==> config.mk <==
export PLATFORM = sky130hd
export DESIGN_NAME = m3_power_seq
export DESIGN_NICKNAME = d
export VERILOG_FILES = /design/src/rtl/ice_pkg.sv /design/src/rtl/pseq_step_timer.sv /design/src/rtl/m3_power_seq.sv
export SDC_FILE = /design/constraint.sdc
export NUM_CORES = 1
export LEC_CHECK = 0
export CAP_MARGIN = 20
export CORE_ASPECT_RATIO = 1.5
export CORE_MARGIN = 4
export CORE_UTILIZATION = 25
export CTS_CLUSTER_DIAMETER = 150
export DETAILED_ROUTE_END_ITERATION = 16
export GPL_ROUTABILITY_DRIVEN = 0
export GPL_TIMING_DRIVEN = 0
export PLACE_DENSITY = 0.49
export SETUP_SLACK_MARGIN = 0.1
export SLEW_MARGIN = 20
export SYNTH_ARGS = -nofsm -noshare
export SYNTH_HDL_FRONTEND = slang
export SYNTH_SLANG_ARGS = --single-unit
==> constraint.sdc <==
create_clock -name clk -period 2.2 [get_ports clk]
set_input_delay 0.44 -clock clk [delete_from_list [all_inputs] [get_ports clk]]
set_output_delay 0.44 -clock clk [all_outputs]
set_load 0.01 [all_outputs]
**Signal wires on met1**

The bar under the picture is 20 um long.
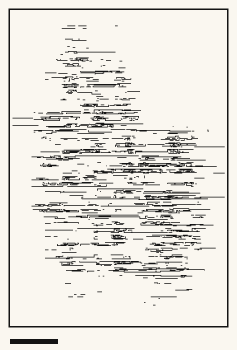
nets with wire on the layer: 346
longest straight run: 26.2 um
main direction: horizontal
met1 Usage GRT: 14.1%
number of vias in the routed layout: 2390
Total Wirelength: 7.53 mm

**Signal wires on met2**

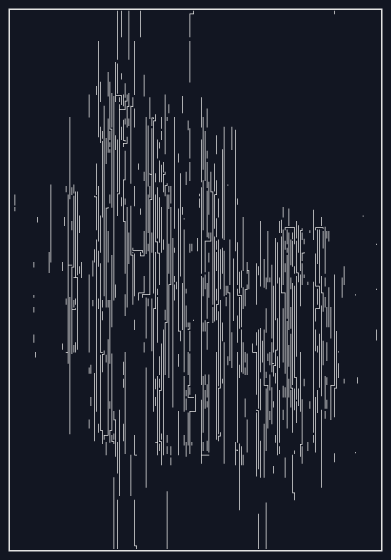
main direction: vertical
longest straight run: 49.3 um
nets with wire on the layer: 304
share of all routed wire: 54%
met2 layer usage reported by global route: 24.6%

**Metal 3**

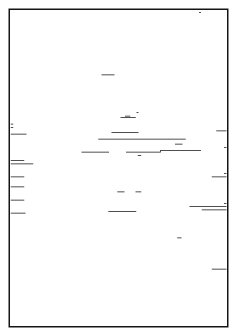
main direction: horizontal
wire length on this layer: 210 um
fraction of met3 tracks used by global routing: 2.01%

==> run notes <==
The flow completed. The flow ran to the end, and the final reports show no timing, DRC or antenna violations. Tally of max-capacitance violations landed at 0. Per the OpenROAD floorplan log, the area of the die is 11700 sq um. Global-route wire length before repair landed at approximately 12 mm. Number of warnings printed during yosys synthesis landed at 0. In the final layout, the fill cell count is 1014. Pin count of the biggest net entering global routing landed at 15.

DRC violation total after the first TritonRoute iteration landed at 87. Across all checked pins, the minimum headroom to the slew limit is 54.8%. Detailed-route vias per instance landed at 5.22. Mean cell area of the mapped netlist landed at 8.47 sq um.

The worst hold path was traced through 2 stages. The required time at the worst endpoint is listed as 2.42 ns. TritonCTS built the clock tree. Summed over all cells, the static leakage comes to 1.28 nW. Per the layout area report, the combinational gate area comes to 1670 sq um. Number of standard cells reported by yosys landed at 295. The pre-CTS setup check shows a worst slack of -0.584 ns.

Before any placement, the netlist area is recorded as 2500 sq um. TritonCTS reports the number of clock sinks as 42. The detail route stage leaves a number of antenna-violating nets equal to 0.

Total design power landed at 0.00316 W. The post-route netlist has 22.4% of its cells at a drive strength greater than 1. In this run the tool buffered the top-level ports with 27 buffer cells. The critical path in the final layout is reported with a setup slack of 0.123 ns. The number of antenna violations at the first check in global routing was 0. Share of the clock period used by the worst path landed at a little over nine tenths. The logs give a warning total of 35.

Per the final timing report, the hold violations number 0. Routed length on met1 landed at 3.14 mm. The OpenROAD report gives the critical path a data arrival time of ~2.3 ns. Setup repair after global routing could not meet its margin everywhere. Placed instance count landed at ~440. Buffers inserted to repair hold after CTS numbered 0. Buffers inserted during clock tree synthesis total 5.

In the detailed route, the total length drawn on met2 is 4.10 mm. Count of flip-flops with a built-in enable after synthesis landed at 0. The number of global-route vias before repair was 2375.

Setup slack of the most critical reg-to-reg path landed at about 0.12 ns. Final count of negative-setup-slack endpoints landed at 0. Overall track demand over capacity in global routing landed at 12.9%. Max fanout on the critical path was recorded as 5. Overall die width landed at 89.6 um. Area share of the largest cell type after synthesis landed at around a third. Number of nets in the finished design landed at about 370. The worst setup path is launched from a flop. Iteration count of the initial detailed-routing pass landed at 4. Antenna diode count landed at 0. The smallest clock period supported by the final layout is computed as 2.08 ns.
==> cells in the mapped netlist (3+ instances only) <==
| cell type | count |
|---|---|
| sky130_fd_sc_hd__a211o_1 | 5 |
| sky130_fd_sc_hd__a211oi_1 | 6 |
| sky130_fd_sc_hd__a211oi_2 | 4 |
| sky130_fd_sc_hd__a21oi_1 | 16 |
| sky130_fd_sc_hd__a22o_1 | 13 |
| sky130_fd_sc_hd__a22oi_1 | 4 |
| sky130_fd_sc_hd__a31oi_1 | 3 |
| sky130_fd_sc_hd__a32oi_1 | 14 |
| sky130_fd_sc_hd__buf_2 | 5 |
| sky130_fd_sc_hd__clkbuf_1 | 13 |
| sky130_fd_sc_hd__dfxtp_1 | 42 |
| sky130_fd_sc_hd__ha_1 | 11 |
| sky130_fd_sc_hd__inv_1 | 8 |
| sky130_fd_sc_hd__mux2i_1 | 3 |
| sky130_fd_sc_hd__nand2_1 | 17 |
| sky130_fd_sc_hd__nand2b_1 | 4 |
| sky130_fd_sc_hd__nand3_1 | 16 |
| sky130_fd_sc_hd__nand4_1 | 6 |
| sky130_fd_sc_hd__nor2_1 | 31 |
| sky130_fd_sc_hd__nor2b_1 | 5 |
| sky130_fd_sc_hd__nor3_1 | 8 |
| sky130_fd_sc_hd__nor4_1 | 4 |
| sky130_fd_sc_hd__o21ai_0 | 5 |
| sky130_fd_sc_hd__o31ai_1 | 11 |
| sky130_fd_sc_hd__xnor2_1 | 7 |
| sky130_fd_sc_hd__xor2_1 | 4 |
==> metal layers <==
layer	up-vias	track usage (%)
li1	1200	-
met1	1143	14.1
met2	40	24.6
met3	7	2.01
met4	0	3.94
met5	-	0
==> repair_timing <==
action / in CTS / in global routing
buffers inserted: 2 / 10
gates resized: 27 / 39
endpoints found under the setup margin: 36 / 34
gates cloned: 0 / 1
endpoints found under the hold margin: 0 / 0
pin swaps: 2 / 6
==> worst max-delay path: stages, from the launching register on <==
cell and delay, ns:
sky130_fd_sc_hd__dfxtp_4 0.39, sky130_fd_sc_hd__clkinvlp_4 0.14, sky130_fd_sc_hd__ha_4 0.19, sky130_fd_sc_hd__or2_4 0.24, sky130_fd_sc_hd__a2111oi_4 0.40, sky130_fd_sc_hd__a211oi_4 0.11, sky130_fd_sc_hd__buf_4 0.16, sky130_fd_sc_hd__a211o_1 0.27
sky130_fd_sc_hd__a21oi_2 0.10
==> power breakdown <==
| part | switching [W] | internal, W | leakage (nW) |
|---|---|---|---|
| Clock | 0.000336 | 0.000456 | 0.0735 |
| Sequential | 0.000108 | 0.000845 | 0.346 |
| Combinational | 0.000752 | 0.000668 | 0.856 |
| Total | 0.00120 | 0.00197 | 1.28 |
==> cell families after synthesis <==
family          after synthesis  synth area share [%]
compound gates               90                  27.4
xor+xnor                     11                  3.85
fa+ha+maj                    11                  5.51
buf+inv                      31                  5.21
flops                        42                  33.6
mux                           5                  2.10
simple gates                105                  22.3
==> layout make-up <==
cell class	instances	share of cell area [%]
plain buffers	22	4.14
clock buffers	6	4.11
clock inverters	2	0.481
inverters	9	1.11
multi-input cells	222	49.5
flip-flops and latches	42	25.3
well taps	115	4.25
repair buffers	40	11.2
Power and IR drop assume default switching activity.
